===== src/rtl/clk_div_prog.sv =====
// Programmable integer clock divider: runtime ratio/duty, registered glitch-free output,
// one-cycle tick per divided period; config and enable changes act only at period boundaries.
module clk_div_prog #(
    parameter int RATIO_WD = 8
) (
    input  logic                i_ref_clk,
    input  logic                i_rst,
    input  logic                i_clk_en,
    input  logic [RATIO_WD-1:0] i_div_ratio,
    input  logic [RATIO_WD-1:0] i_duty,
    output logic                o_div_clk,
    output logic                o_tick,
    output logic                o_busy,
    output logic                o_cfg_clamped
);

    typedef enum logic [1:0] {IDLE, RUN, DRAIN} state_t;

    state_t              state_q, state_d;
    logic [RATIO_WD-1:0] cnt_q, cnt_d;
    logic [RATIO_WD-1:0] n_q, n_d;
    logic [RATIO_WD-1:0] h_q, h_d;
    logic                clamped_q, clamped_d;
    logic                div_q, div_d;
    logic                tick_q, tick_d;

    logic [RATIO_WD-1:0] n_new, h_new;
    logic                clamped_new;
    logic                boundary;
    logic                latch;

    // Sanitised configuration, only consumed at a period start.
    always_comb begin
        n_new = (i_div_ratio < RATIO_WD'(2)) ? RATIO_WD'(2) : i_div_ratio;
        if (i_duty == '0) begin
            h_new = n_new >> 1;
        end else if (i_duty > n_new - RATIO_WD'(1)) begin
            h_new = n_new - RATIO_WD'(1);
        end else begin
            h_new = i_duty;
        end
        clamped_new = (i_div_ratio < RATIO_WD'(2)) |
                      ((i_duty != '0) & (i_duty > n_new - RATIO_WD'(1)));
    end

    always_ff @(posedge i_ref_clk or posedge i_rst) begin
        if (i_rst) begin
            state_q   <= IDLE;
            cnt_q     <= '0;
            n_q       <= RATIO_WD'(2);
            h_q       <= RATIO_WD'(1);
            clamped_q <= 1'b0;
            div_q     <= 1'b0;
            tick_q    <= 1'b0;
        end else begin
            state_q   <= state_d;
            cnt_q     <= cnt_d;
            n_q       <= n_d;
            h_q       <= h_d;
            clamped_q <= clamped_d;
            div_q     <= div_d;
            tick_q    <= tick_d;
        end
    end

    always_comb begin
        state_d  = state_q;
        cnt_d    = cnt_q;
        latch    = 1'b0;
        boundary = (cnt_q == n_q - RATIO_WD'(1));
        case (state_q)
            IDLE: begin
                if (i_clk_en) begin
                    state_d = RUN;
                    cnt_d   = '0;
                    latch   = 1'b1;
                end
            end
            RUN, DRAIN: begin
                // Enable only matters at the boundary; mid-period it just selects RUN vs DRAIN.
                if (boundary) begin
                    cnt_d = '0;
                    if (i_clk_en) begin
                        state_d = RUN;
                        latch   = 1'b1;
                    end else begin
                        state_d = IDLE;
                    end
                end else begin
                    cnt_d   = cnt_q + RATIO_WD'(1);
                    state_d = i_clk_en ? RUN : DRAIN;
                end
            end
            default: begin
                state_d = IDLE;
                cnt_d   = '0;
            end
        endcase
        n_d       = latch ? n_new       : n_q;
        h_d       = latch ? h_new       : h_q;
        clamped_d = latch ? clamped_new : clamped_q;
    end

    always_comb begin
        div_d  = (state_d != IDLE) && (cnt_d < h_d);
        tick_d = (state_d != IDLE) && (cnt_d == '0);
    end

    assign o_div_clk     = div_q;
    assign o_tick        = tick_q;
    assign o_busy        = (state_q != IDLE);
    assign o_cfg_clamped = clamped_q;

endmodule


===== config.mk =====
export PLATFORM = sky130hd
export DESIGN_NAME = clk_div_prog
export DESIGN_NICKNAME = d
export VERILOG_FILES = /design/src/rtl/clk_div_prog.sv
export SDC_FILE = /design/constraint.sdc
export NUM_CORES = 1
export LEC_CHECK = 0
export CORE_AREA = 2 2 91 93
export CTS_CLUSTER_SIZE = 8
export DETAILED_ROUTE_END_ITERATION = 8
export DIE_AREA = 0 0 93 95
export PLACE_DENSITY_LB_ADDON = 0.12
export SYNTH_ARGS = -nofsm -noshare
export SYNTH_HDL_FRONTEND = slang
export SYNTH_SLANG_ARGS = --single-unit

===== constraint.sdc =====
create_clock -name i_ref_clk -period 3.3 [get_ports i_ref_clk]
set_input_delay 0.33 -clock i_ref_clk [delete_from_list [all_inputs] [get_ports i_ref_clk]]
set_output_delay 0.33 -clock i_ref_clk [all_outputs]
set_load 0.01 [all_outputs]

**Placement view**

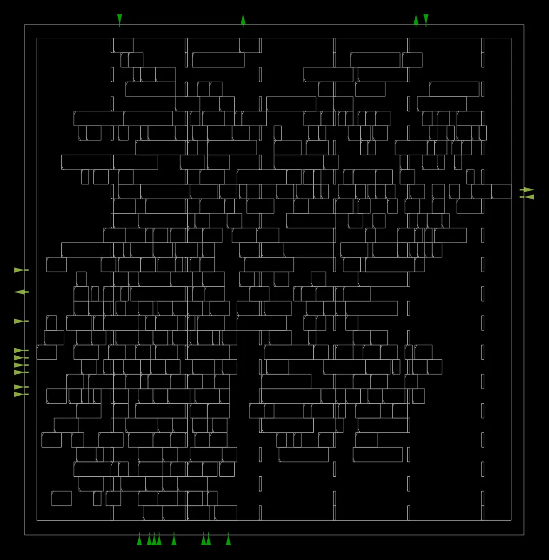
# Taps: 105
Post-Layout Cell Count: 471
Core Util, Final: 46.1%
flip-flops: 29
row count: 33

**Cells colored by class**

Drawn at 4 px/um.
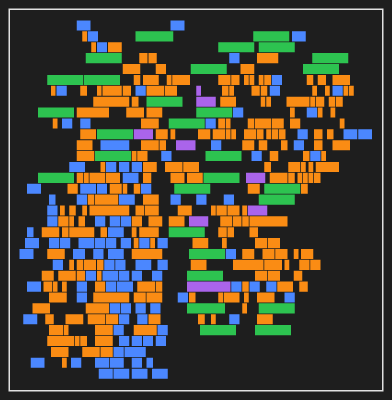
all other logic -> orange  # cells 222, share of their area 50%
clock drivers and dummy loads -> purple  # cells 8, share of their area 3.3%
other buffers and delay cells -> blue  # cells 107, share of their area 26%
flops -> green  # cells 29, share of their area 21%
Seq area share: 19.9%
core area: 7930 um^2
Final Cell Area: 3650 um^2

**M1 wires**

Drawn at 4 px/um. Supply wires on this layer in gray. Cells faint in the background.
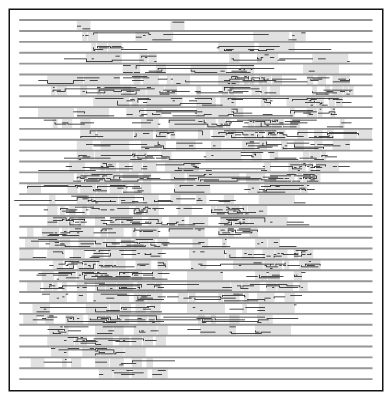
wire length on this layer = 2970 um
share of all routed wire = 42%
drt total wl: 7020 um
Vias: 2316

==> impl_metrics.env <==
# yosys + openroad results
export IMPL_status="finished with violations"
export IMPL_violations="setup timing"
export IMPL_hold_viol=0
export IMPL_ys_sh_simple_pct=21.0
export IMPL_clkTransAtPathRegs_ns=0.07
export IMPL_yosys_area_um2=2310
export IMPL_path_class="in2reg"
export IMPL_rr_endpoint="o_div_clk"
export IMPL_die_w_um=93
export IMPL_floorplan_nets=295
export IMPL_first_global_vias=2430
export IMPL_die_area_um2=8840
export IMPL_place_area_um2=3130
export IMPL_power_density_nw_per_um2=662
export IMPL_rr_startpoint="n_q[1]"
export IMPL_dr_pass1_iters=4
export IMPL_warning_count=30
export IMPL_wl_per_cell_um=14.9
export IMPL_finalClockSkew_ns=0.0156
export IMPL_finalMaxSlewViolations=0
export IMPL_ys_flops=29
export IMPL_crit_arrival_ns=3.75
export IMPL_setup_viol=1
export IMPL_crit_path_start="i_div_ratio[4]"
export IMPL_syn_inst=256
export IMPL_setup_ws_ns=-0.303
export IMPL_drt_vias_per_instance=4.92
export IMPL_synth_edff_count=0
export IMPL_yosys_warnings=0
export IMPL_drt_initial_drc_count=78
export IMPL_finalPower_uw=2420
export IMPL_maxCapViolCount=0
export IMPL_yosysCellCount=256
export IMPL_r2r_cells=15
export IMPL_max_slew_margin_pct=60.2
==> cell usage after synthesis, types with 2 or more instances <==
library cell,n
dfrtp_1,27
nand2_1,25
inv_1,21
ha_1,20
nor2_1,18
o21ai_0,16
a21oi_1,13
nor3_1,9
xnor2_1,8
mux2_1,7
nand3_1,7
xor2_1,7
mux2i_1,6
nand2b_1,5
and3_1,4
mux2_2,4
a21o_1,3
a221o_1,3
clkbuf_1,3
nand4_1,3
a211oi_1,2
a22o_1,2
a31oi_1,2
a32oi_1,2
and2_1,2
buf_2,2
dfstp_2,2
nand3b_1,2
nor2b_1,2
nor3b_1,2
o211ai_1,2
o22ai_1,2
o41a_1,2
or2_2,2
or4_1,2
==> state kept, by name, summed over array words and instances, names as in the netlist <==
register       flops
o_tick             1
state_q            2
cnt_q              8
o_cfg_clamped      1
o_div_clk          1
n_q                8
h_q                8
==> area by class of cell <==
cell class	instances	area [um^2]
Fill cell	776	4280
Clock inverter	1	30.0
Sequential cell	29	728
Inverter	21	78.8
Timing Repair Buffer	107	901
Clock buffer	7	86.3
Multi-Input combinational cell	201	1700
Tap cell	105	131
==> layer usage <==
layer | global-route usage [%] | up-vias | part of all wire (%)
li1 | - | 1150 | -
met2 | 29.6 | 58 | 50
met5 | 0 | - | 0
met3 | 2.71 | 24 | 3.2
met4 | 9.44 | 0 | 4.2
met1 | 19.0 | 1084 | 42
==> through the flow <==
step,setup TNS [ns],worst slack [ns],hold WS [ns],util (%)
detailed placement,-4.94,-1.20,0.470,39.5
floorplan,-0.235,-0.235,0.407,-
global route,-0.626,-0.557,0.454,46.1
CTS,-0.443,-0.313,0.420,44.4
global placement,-5.06,-1.24,0.477,39.5
finish,-0.303,-0.303,0.427,46.1
==> power breakdown <==
| group | leakage, uW | internal, uW | switching [uW] |
|---|---|---|---|
| clock network | 0.0000585 | 246 | 132 |
| registers | 0.000359 | 511 | 110 |
| logic | 0.00124 | 733 | 684 |
==> cell usage in the layout (no fill, tap or decap), drive strengths merged, types with 11 or more instances in the layout <==
cell           count
a21oi             13
buf               88
clkdlybuf4s50     14
dfrtp             27
ha                20
inv               21
mux2              11
nand2             25
nor2              18
o21ai             16
==> critical path, cell delays in order <==
cell      delay, ns
buf_6          0.10
nor3_4         0.28
buf_6          0.15
a31oi_4        0.11
ha_4           0.19
xnor2_1        0.14
ha_1           0.32
nand3_1        0.12
o22ai_2        0.23
o21bai_4       0.09
a22o_2         0.25
o21ai_0        0.25
mux2_2         0.23
mux2i_4        0.08
ha_4           0.27
and4_4         0.22
nand2_1        0.07
a21oi_2        0.14
o41a_1         0.18
a211oi_2       0.04
==> what timing repair did <==
item	4_1_cts	5_1_grt
pin swaps	17	23
hold buffers	0	0
setup buffers	27	11
gates cloned	1	0
resized	47	28
endpoints found under the setup margin	8	4
==> cells by family (layout without fill, tap and decap cells) <==
group / count (synthesis) / count (layout)
flops: 29 / 29
buf+inv: 27 / 136
simple gates: 89 / 89
compound gates: 59 / 60
xor+xnor: 15 / 15
fa+ha+maj: 20 / 20
mux: 17 / 17
Power is estimated from default activity; no workload was simulated.
